[src/rtl/sec_display_drv_pkg.sv]
// stopwatch_pkg: shared types and constants for the seconds display back-end.
//   conv_state_t : states of the binary-to-BCD conversion FSM
//   SEG_*        : active-low 7-segment codes, bit order {g,f,e,d,c,b,a}
//   AN_*         : active-low digit enables, an[0]=units, an[1]=tens
package stopwatch_pkg;

  typedef enum logic [1:0] {
    ST_IDLE,
    ST_CONV,
    ST_LOAD
  } conv_state_t;

  localparam logic [6:0] SEG_BLANK = 7'h7F;
  localparam logic [6:0] SEG_0     = 7'h40;
  localparam logic [6:0] SEG_1     = 7'h79;
  localparam logic [6:0] SEG_2     = 7'h24;
  localparam logic [6:0] SEG_3     = 7'h30;
  localparam logic [6:0] SEG_4     = 7'h19;
  localparam logic [6:0] SEG_5     = 7'h12;
  localparam logic [6:0] SEG_6     = 7'h02;
  localparam logic [6:0] SEG_7     = 7'h78;
  localparam logic [6:0] SEG_8     = 7'h00;
  localparam logic [6:0] SEG_9     = 7'h10;

  localparam logic [1:0] AN_UNITS  = 2'b10;
  localparam logic [1:0] AN_TENS   = 2'b01;
  localparam logic [1:0] AN_OFF    = 2'b11;

endpackage

[src/rtl/sec_display_drv_seg7_dec.sv]
// seg7_dec: combinational 4-bit digit to active-low 7-segment decoder.
//   i_digit : digit value 0..15
//   o_seg   : segments {g,f,e,d,c,b,a}, active-low; 10..15 decode to blank
module seg7_dec
  import stopwatch_pkg::*;
(
  input  logic [3:0] i_digit,
  output logic [6:0] o_seg
);

  always_comb begin
    o_seg = SEG_BLANK;
    case (i_digit)
      4'd0:    o_seg = SEG_0;
      4'd1:    o_seg = SEG_1;
      4'd2:    o_seg = SEG_2;
      4'd3:    o_seg = SEG_3;
      4'd4:    o_seg = SEG_4;
      4'd5:    o_seg = SEG_5;
      4'd6:    o_seg = SEG_6;
      4'd7:    o_seg = SEG_7;
      4'd8:    o_seg = SEG_8;
      4'd9:    o_seg = SEG_9;
      default: o_seg = SEG_BLANK;
    endcase
  end

endmodule

[src/rtl/sec_display_drv.sv]
// sec_display_drv: stopwatch display back-end. Converts binary seconds to
// tens/units by repeated subtraction, multiplexes two common-anode digits
// and blinks the display while ring is asserted.
//   clk   : system clock, posedge
//   reset : synchronous, active-high
//   sec   : binary seconds 0..63 (60..63 show as 6/0..6/3)
//   ring  : alarm flag, level-sensitive; blinks the segments
//   seg   : segments {g,f,e,d,c,b,a}, active-low, registered
//   an    : digit enables, active-low, an[0]=units an[1]=tens, registered
//   busy  : high while a conversion is in progress
// Build option: define LEAD_ZERO_BLANK_EN to blank the tens digit when zero.
module sec_display_drv
  import stopwatch_pkg::*;
#(
  parameter int unsigned SCAN_DIV  = 50000,
  parameter int unsigned BLINK_DIV = 250
) (
  input  logic       clk,
  input  logic       reset,
  input  logic [5:0] sec,
  input  logic       ring,
  output logic [6:0] seg,
  output logic [1:0] an,
  output logic       busy
);

  localparam int unsigned PRE_W = (SCAN_DIV > 1) ? $clog2(SCAN_DIV) : 1;
  localparam int unsigned BLK_W = (BLINK_DIV > 1) ? $clog2(BLINK_DIV) : 1;

  // Conversion FSM state and datapath
  conv_state_t r_state, w_state_nxt;
  logic [5:0]  r_rem,   w_rem_nxt;
  logic [5:0]  r_cap,   w_cap_nxt;
  logic [2:0]  r_tcnt,  w_tcnt_nxt;
  logic [5:0]  r_sec_q, w_sec_q_nxt;
  logic [2:0]  r_tens,  w_tens_nxt;
  logic [3:0]  r_units, w_units_nxt;
  logic        r_busy,  w_busy_nxt;

  // Scan / blink
  logic [PRE_W-1:0] r_pre;
  logic [BLK_W-1:0] r_bcnt;
  logic             r_phase;   // 0 = visible, 1 = blank
  logic             r_ptr;     // 0 = units slot next, 1 = tens slot next
  logic [6:0]       r_seg;
  logic [1:0]       r_an;

  logic       w_tick;
  logic [3:0] w_digit;
  logic [6:0] w_code;
  logic       w_blank;

  always_ff @(posedge clk) begin
    if (reset) begin
      r_state <= ST_IDLE;
      r_rem   <= '0;
      r_cap   <= '0;
      r_tcnt  <= '0;
      r_sec_q <= '0;
      r_tens  <= '0;
      r_units <= '0;
      r_busy  <= 1'b0;
    end else begin
      r_state <= w_state_nxt;
      r_rem   <= w_rem_nxt;
      r_cap   <= w_cap_nxt;
      r_tcnt  <= w_tcnt_nxt;
      r_sec_q <= w_sec_q_nxt;
      r_tens  <= w_tens_nxt;
      r_units <= w_units_nxt;
      r_busy  <= w_busy_nxt;
    end
  end

  always_comb begin
    w_state_nxt = r_state;
    w_rem_nxt   = r_rem;
    w_cap_nxt   = r_cap;
    w_tcnt_nxt  = r_tcnt;
    w_sec_q_nxt = r_sec_q;
    w_tens_nxt  = r_tens;
    w_units_nxt = r_units;
    w_busy_nxt  = r_busy;
    case (r_state)
      ST_IDLE: begin
        if (sec != r_sec_q) begin
          w_rem_nxt   = sec;
          w_cap_nxt   = sec;
          w_tcnt_nxt  = '0;
          w_busy_nxt  = 1'b1;
          w_state_nxt = ST_CONV;
        end
      end
      ST_CONV: begin
        if (r_rem >= 6'd10) begin
          w_rem_nxt  = r_rem - 6'd10;
          w_tcnt_nxt = r_tcnt + 3'd1;
        end else begin
          w_state_nxt = ST_LOAD;
        end
      end
      ST_LOAD: begin
        w_tens_nxt  = r_tcnt;
        w_units_nxt = r_rem[3:0];
        w_sec_q_nxt = r_cap;
        w_busy_nxt  = 1'b0;
        w_state_nxt = ST_IDLE;
      end
      default: w_state_nxt = ST_IDLE;
    endcase
  end

  assign w_tick  = (r_pre == PRE_W'(SCAN_DIV - 1));
  assign w_digit = r_ptr ? {1'b0, r_tens} : r_units;

  seg7_dec u_dec (
    .i_digit (w_digit),
    .o_seg   (w_code)
  );

  // Phase only matters while ring is high, so a dropped ring is visible
  // in the same cycle even though the phase register clears one edge later.
`ifdef LEAD_ZERO_BLANK_EN
  assign w_blank = (ring && r_phase) || (r_ptr && (r_tens == 3'd0));
`else
  assign w_blank = ring && r_phase;
`endif

  always_ff @(posedge clk) begin
    if (reset) begin
      r_pre <= '0;
      r_ptr <= 1'b0;
      r_seg <= SEG_BLANK;
      r_an  <= AN_OFF;
    end else begin
      r_pre <= w_tick ? '0 : r_pre + 1'b1;
      if (w_tick) begin
        r_ptr <= ~r_ptr;
        r_an  <= r_ptr ? AN_TENS : AN_UNITS;
        r_seg <= w_blank ? SEG_BLANK : w_code;
      end
    end
  end

  always_ff @(posedge clk) begin
    if (reset || !ring) begin
      r_bcnt  <= '0;
      r_phase <= 1'b0;
    end else if (w_tick) begin
      if (r_bcnt == BLK_W'(BLINK_DIV - 1)) begin
        r_bcnt  <= '0;
        r_phase <= ~r_phase;
      end else begin
        r_bcnt  <= r_bcnt + 1'b1;
      end
    end
  end

  assign seg  = r_seg;
  assign an   = r_an;
  assign busy = r_busy;

endmodule

[config.mk]
export PLATFORM = sky130hd
export DESIGN_NAME = sec_display_drv
export DESIGN_NICKNAME = d
export VERILOG_FILES = /design/src/rtl/sec_display_drv_pkg.sv /design/src/rtl/sec_display_drv_seg7_dec.sv /design/src/rtl/sec_display_drv.sv
export SDC_FILE = /design/constraint.sdc
export NUM_CORES = 1
export LEC_CHECK = 0
export CAP_MARGIN = 20
export CORE_MARGIN = 2
export CORE_UTILIZATION = 45
export CTS_CLUSTER_SIZE = 25
export DETAILED_ROUTE_END_ITERATION = 10
export SYNTH_ARGS = -nofsm -noshare
export SYNTH_HDL_FRONTEND = slang
export SYNTH_SLANG_ARGS = --single-unit
[constraint.sdc]
create_clock -name clk -period 5.7 [get_ports clk]
set_input_delay 0.57 -clock clk [delete_from_list [all_inputs] [get_ports clk]]
set_output_delay 0.57 -clock clk [all_outputs]
set_load 0.02 [all_outputs]
==> impl_metrics.toml, run 1 <==
# flow metrics
[clock_tree]
cts_buffers = 9
postCtsSetupBuffers = 0
post_cts_resized = 0

[yosys]
fp_nets = 403
netlist_area_um2 = 3212
syn_inst = 384
yosysChipArea_um2 = 3212
topCellsByArea = "dfxtp_1 41%, nand2_1 6.2%, a21oi_1 6.1%, mux2i_1 5.3%, ha_1 3.9%"
synth_cell_types = 52
syn_area_per_cell_um2 = 8.364
ff_type = "dfxtp_1"

[cells_and_area]
mostFrequentLayoutCell = "dfxtp_1"
finalNonFillerCells = 494
fin_nets = 412
antenna_cells = 0
drive_above_1_share = 0.04774

[detailed_routing]
via_per_inst = 5.524
drtIter0Drc = 103

[timing]
report.final.slew_viol_count = 0
period_needed_ns = 2.532
finalSetupViolCount = 0

[setup_path]
path_buffers = 0
worstPathRequired_ns = 5.89
reg2regPathDepth = 5
worstPathArrival_ns = 2.72
cp-endpoint = "r_pre[7]"
path_cells = "ha_1, nand3_1, or4_4, o21ai_1, nor2_1"
path_max_fanout = 19
crit_type = "flop to flop"

[global_route]
antenna_found_initial = 0
grt_pass1_vias = 2585

[floorplan]
initCoreUtil = 0.4676
die_y_um = 88.49

[status]
status = "complete, no violations"

[worst_hold_path]
hold_path_class = "flop to flop"

[run]
log.warning_count = 31

[placement]
dp_cells = 478

[power_and_ir_drop]
ir_drop_uv = 190.7
-- run 1: kinds of logic (layout without fill, tap and decap cells) --
logic type | count (synthesis) | after routing | share of synthesized area
DFF | 66 | 66 | 0.4114
and+or+nand+nor | 146 | 146 | 0.2259
buffers and inverters | 37 | 51 | 0.04675
AOI/OAI and AO/OA | 89 | 89 | 0.1706
xor gates and xnor gates | 17 | 17 | 0.04636
muxes | 19 | 19 | 0.05999
adders and majority gates | 10 | 10 | 0.03896
-- run 1: sequential cells by signal (all words and copies together) (netlist names), 4 cells and up --
name,flops
r_rem,6
r_bcnt,8
r_cap,6
r_pre,16
seg,7
r_units,4
r_sec_q,6
-- run 1: report_power, final --
group	internal, mW	switching, mW
clock network	0.168	0.171
registers	0.509	0.0400
logic	0.102	0.149
-- run 1: Yosys cell counts, drive strengths merged (6+ instances only) --
cell and number:
a21oi 39, clkbuf 17, dfxtp 66, ha 10, inv 16, mux2i 17
nand2 53, nand3 17, nand4 10, nor2 24, nor3 6, o21ai 15
o31ai 6, or4 8, xnor2 13
-- run 1: layout make-up --
class / instances / area [um^2]
clock buffer: 13 / 148.9
clock inverter: 3 / 15.01
sequential: 66 / 1321
tap: 96 / 120.1
fill: 700 / 3276
timing repair buffer: 19 / 187.7
multi-input combinational: 281 / 1740
inverter: 16 / 60.06
-- run 1: worst min path at each step --
| stage | cells past startpoint | slack [ns] | startpoint | end |
|---|---|---|---|---|
| finish | 2 | 0.46 | r_cap[3] | r_sec_q[3] |
| CTS | 2 | 0.46 | r_cap[3] | r_sec_q[3] |
| global placement | 2 | 0.44 | r_cap[5] | r_sec_q[5] |
| global route | 2 | 0.48 | seg[4] | seg[4] |
| floorplan | 2 | 0.43 | r_rem[0] | r_units[0] |
| detailed placement | 2 | 0.44 | r_cap[3] | r_sec_q[3] |
-- run 1: metal layers --
| metal | global-route usage | wire [um] | share of wire |
|---|---|---|---|
| met1 | 0.2575 | 3251 | 0.47 |
| met2 | 0.3124 | 3238 | 0.47 |
| met3 | 0.05970 | 299 | 0.044 |
| met4 | 0.06061 | 72 | 0.010 |
| met5 | 0 | 0 | 0 |
-- run 1: worst min-delay path: stages, from the launching register on --
cell and delay, ns:
dfxtp_1 0.31, nand2_1 0.05, a21oi_1 0.05
-- run 1: through the flow --
stage / instance area [um^2] / power, mW / utilization / hold slack [ns] / worst slack [ns]
6_report: 3593 / 1.140 / 0.5231 / 0.4551 / 3.168
5_1_grt: 3593 / 1.213 / 0.5231 / 0.4751 / 2.950
4_1_cts: 3593 / 1.151 / 0.5231 / 0.4580 / 3.114
3_5_place_dp: 3430 / 0.8122 / 0.4993 / 0.4438 / 2.908
3_3_place_gp: 3430 / 0.8076 / 0.4993 / 0.4423 / 2.957
2_1_floorplan: 3212 / 0.7467 / - / 0.4321 / 3.687
Run 1, clock network drawn from the DEF:
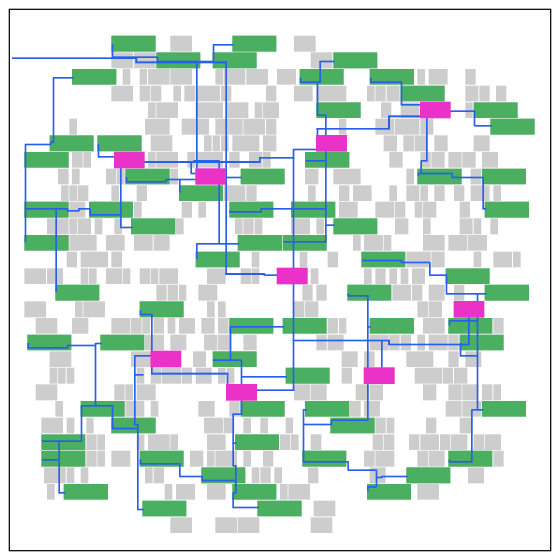
legend:
  cells driving clock nets:
    color: magenta
    count: 9
  flip-flops:
    color: green
    count: 66
  clock wires:
    color: blue
    length: 879 um
flops lie: all over the die
routed clock nets: 10

Run 1, sequential cells grouped by signal name:
Other sequential cells in the stronger gray, the rest of the logic in the fainter gray.
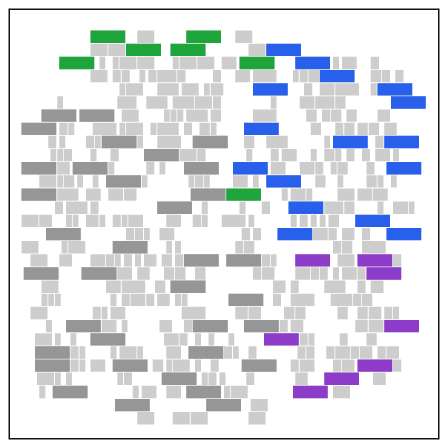
legend:
  `r_bcnt`:
    color: purple
    placed_flops: 8
    where: lower right
  `seg`:
    color: green
    placed_flops: 7
  `r_pre`:
    color: blue
    placed_flops: 16
not colored: 35

Run 1, cell sizes after repair:
Scale bar: 20 um.
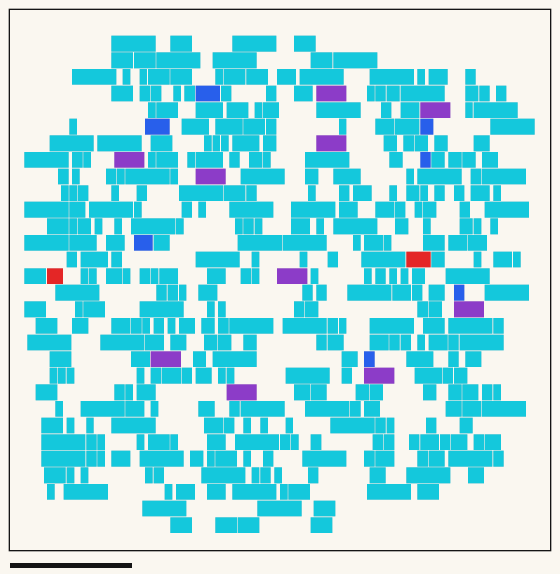
legend:
  drive 1 or less:
    color: cyan
    cells: 379
    share: 95%
    most_used: dfxtp_1
  drive 2:
    color: blue
    cells: 7
    share: 1.8%
    most_used: clkinv_2
  drive 6 and up:
    color: purple
    cells: 10
    share: 2.5%
    most_used: clkbuf_8
  drive 3 to 4:
    color: red
    cells: 2
    share: 0.50%

==> run 2, diff against run 1 <==
- clock period: 5.7 -> 2.35 ns (I/O delays scaled with it)
==> run 2 against run 1 <==
Worst hold slack lost 0.0027 ns. Critical path depth unchanged. Global-route usage decreased by 0.34 points. Critical path type unchanged. Highest routed layer unchanged.
==> impl_metrics.toml, run 2 <==
# flow metrics
[status]
status = "complete, no violations"

[cells_and_area]
antenna_cells = 0
mostFrequentLayoutCell = "dfxtp_1"
finalCoreUtilization = 0.5413
drive_above_1_share = 0.07843

[yosys]
syn_inst = 384
ff_type = "dfxtp_1"
common_cells = "66 x dfxtp_1, 53 x nand2_1, 39 x a21oi_1"
netlist_area_um2 = 3212
synth_cell_types = 52
topCellsByArea = "dfxtp_1 41%, nand2_1 6.2%, a21oi_1 6.1%, mux2i_1 5.3%, ha_1 3.9%"

[power_and_ir_drop]
finalPower_mw = 2.979
p_int_mw = 2.080

[timing]
period_needed_ns = 2.080
finalSetupViolCount = 0
report.final.slew_viol_count = 0

[setup_path]
reg2regPathDepth = 5
worstPathArrival_ns = 2.34
path_cells = "ha_1, nand3_1, or4_4, or4_1, a21oi_1"

[detailed_routing]
drtIter0Drc = 95

[clock_tree]
cts_buffers = 9
postCtsSetupBuffers = 0

[worst_hold_path]
min_path_cells = 2

[run]
log.warning_count = 31
-- run 2: cell counts after synthesis --
No cell type changed its count.
-- run 2: cell type report --
class | count | area, um^2
multi-input cells | 281 | 1740
repair buffers | 29 | 262.8
fillers | 630 | 3151
well taps | 96 | 120.1
clock inverters | 4 | 48.80
clock buffers | 12 | 165.2
flip-flops and latches | 66 | 1321
inverters | 16 | 60.06
-- run 2: stage by stage --
step,hold slack (ns),std cells,instance area [um^2]
detailed placement,0.4472,488,3505
global placement,0.4394,488,3505
floorplan,0.3771,384,3212
CTS,0.4521,504,3719
global route,0.4798,504,3719
finish,0.4524,504,3719
-- run 2: how the worst max path moves through the flow --
stage                         from         to  slack [ns]  depth (start not counted)
after floorplan           r_pre[0]  r_bcnt[4]        0.34                          7
after global placement      sec[2]   r_rem[3]        0.33                          6
after detailed placement  r_pre[0]  r_bcnt[4]        0.28                          5
after CTS                 r_pre[0]  r_bcnt[4]        0.27                          5
after global routing      r_pre[1]  r_bcnt[4]        0.15                          5
final                     r_pre[0]  r_bcnt[4]        0.27                          5
-- run 2: worst min-delay path, cell delays in order, from the launching register on --
cell and delay (ns):
dfxtp_1 0.31, nand2_1 0.05, a21oi_1 0.05
-- run 2: logic make-up (layout without fill, tap and decap cells) --
family | after synthesis | count (layout) | synth area share
simple gates | 146 | 146 | 0.2259
xor+xnor | 17 | 17 | 0.04636
buf+inv | 37 | 61 | 0.04675
fa+ha+maj | 10 | 10 | 0.03896
compound gates | 89 | 89 | 0.1706
mux | 19 | 19 | 0.05999
flops | 66 | 66 | 0.4114
-- run 2: power by group through the flow --
stage / clock network [mW] / logic (mW) / registers, mW
final: 1.00 / 0.643 / 1.33
after CTS: 1.03 / 0.647 / 1.33
after floorplan: 0 / 0.489 / 1.32
after detailed placement: 0 / 0.645 / 1.35
after global placement: 0 / 0.641 / 1.36
after global routing: 1.07 / 0.715 / 1.35
-- run 2: layer usage --
layer,GRT usage,vias up,part of all wire
met5,0,-,0
met4,0.06198,0,0.013
met3,0.04757,10,0.027
met2,0.3158,30,0.47
met1,0.2514,1242,0.49
li1,-,1411,-
Run 2, clock network drawn from the DEF:
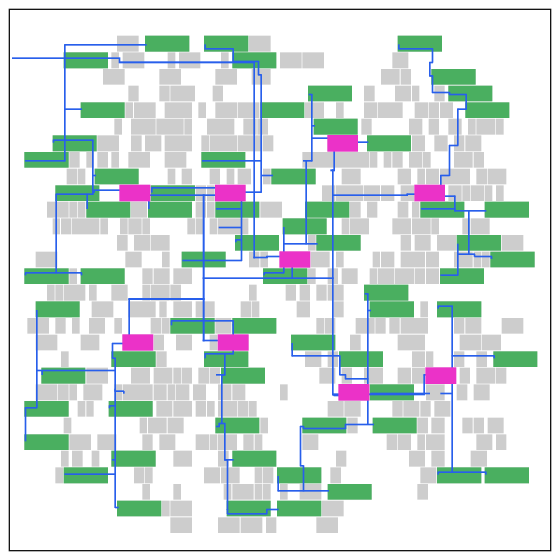
Late-Pin Clk Latency: 0.34 ns
clock share of power: 0.337
clock-net power: 1.00 mW

==> run 3, diff against run 2 <==
- CAP_MARGIN: 20 -> not set
- SKIP_CTS_REPAIR_TIMING: not set -> 1
==> run 3 against run 2 <==
Routed wire length is the same. Count of clock-buffer cells in the layout unchanged. Flip-flop count is the same. Global-route usage stayed put. Critical path type unchanged. Critical endpoint unchanged.
==> impl_metrics.toml, run 3 <==
# flow metrics
[yosys]
synth_cell_types = 52
topCellsByArea = "dfxtp_1 41%, nand2_1 6.2%, a21oi_1 6.1%, mux2i_1 5.3%, ha_1 3.9%"
fp_nets = 403
syn_inst = 384
netlist_area_um2 = 3212
ff_type = "dfxtp_1"
largest_area_cell = "dfxtp_1"
common_cells = "66 x dfxtp_1, 53 x nand2_1, 39 x a21oi_1"
yosysChipArea_um2 = 3212

[status]
status = "complete, no violations"

[timing]
period_needed_ns = 2.080
rsz0062_at_grt = "false"
report.final.slew_viol_count = 0
tightest_slew_ns = 0.6770
hold_ws_ns = 0.4524
finalSetupViolCount = 0

[setup_path]
worstPathArrival_ns = 2.34
rr_endpoint = "r_bcnt[4]"
path_cells = "ha_1, nand3_1, or4_4, or4_1, a21oi_1"
r2r_start = "r_pre[0]"
cp_num_cells = 5
reg2regPathDepth = 5
crit_slowest_cell = "or4_4"
end_kind = "flop"

[placement]
postPlaceCellArea_um2 = 3505
dp_cells = 488

[cells_and_area]
final-seq-area_um2 = 1321
mostFrequentLayoutCell = "dfxtp_1"
layout.area.comb_um2 = 1740
finalNonFillerCells = 504
finalCoreUtilization = 0.5413
fin_area_um2 = 3719
antenna_cells = 0
drive_above_1_share = 0.07843
fillerInstances = 630

[run]
log.warning_count = 31

[clock_tree]
cts-root-buf = "clkbuf_8"
cts_buffers = 9
clk_latency_ns = 0.34

[power_and_ir_drop]
finalPower_mw = 2.979

[detailed_routing]
drtIter0Drc = 95

[floorplan]
initCoreUtil = 0.4676
core_um2 = 6869
die_y_um = 88.49

[global_route]
grt_first_pass_wirelength_um = 11820
grt_overflow_total = 0

[worst_hold_path]
min_path_cells = 2
run 3: cell counts in the layout (fill, tap and decap cells not counted):
No cell type changed its count.
run 3: worst max path at each step:
stage | start | end
after floorplan | r_pre[0] | r_bcnt[4]
after global placement | sec[2] | r_rem[3]
after detailed placement | r_pre[0] | r_bcnt[4]
after CTS | r_pre[0] | r_bcnt[4]
after global routing | r_pre[1] | r_bcnt[4]
final | r_pre[0] | r_bcnt[4]
run 3: area by class of cell:
class                      count  share of cell area
clock buffer                  12             0.04441
timing repair buffer          29             0.07066
multi-input combinational    281              0.4680
clock inverter                 4             0.01312
sequential                    66              0.3553
inverter                      16             0.01615
tap                           96             0.03230
run 3: cells by family after synthesis:
| kind of cell | after synthesis | synth area share |
|---|---|---|
| AND/OR/NAND/NOR | 146 | 0.2259 |
| AND-OR/OR-AND | 89 | 0.1706 |
| flip-flops | 66 | 0.4114 |
| buffers and inverters | 37 | 0.04675 |
| multiplexers | 19 | 0.05999 |
| XOR/XNOR | 17 | 0.04636 |
| adder cells (fa/ha/maj) | 10 | 0.03896 |
run 3: layer usage:
metal / part of all wire / up-vias / wire length [um] / track usage
li1: - / 1411 / - / -
met1: 0.49 / 1242 / 3384 / 0.2514
met2: 0.47 / 30 / 3189 / 0.3158
met3: 0.027 / 10 / 183 / 0.04757
met4: 0.013 / 0 / 92 / 0.06198
met5: 0 / - / 0 / 0
run 3: worst register-to-register path, stage by stage, from the launching register on:
cell	delay [ns]
dfxtp_1	0.43
ha_1	0.20
nand3_1	0.15
or4_4	0.58
or4_1	0.50
a21oi_1	0.15
run 3: where the power goes:
part	total [mW]	internal, mW	switching [mW]
logic	0.643	0.271	0.372
clock network	1.00	0.575	0.429
registers	1.33	1.23	0.0971
Run 3, clock network drawn from the DEF:
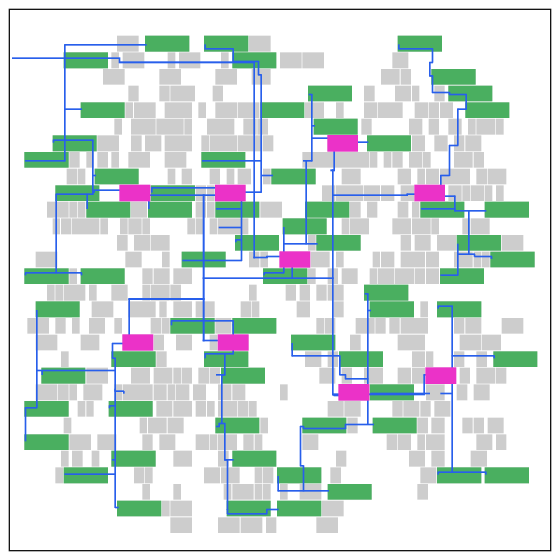
legend:
  flip-flops:
    color: green
    count: 66
  clock wires:
    color: blue
    length: 848 um
  cells driving clock nets:
    color: magenta
    count: 9
flops lie: all over the die
routed clock nets: 10
clock skew: 0.01024 ns

No activity file was given, so power comes from the tool's default toggle rates.
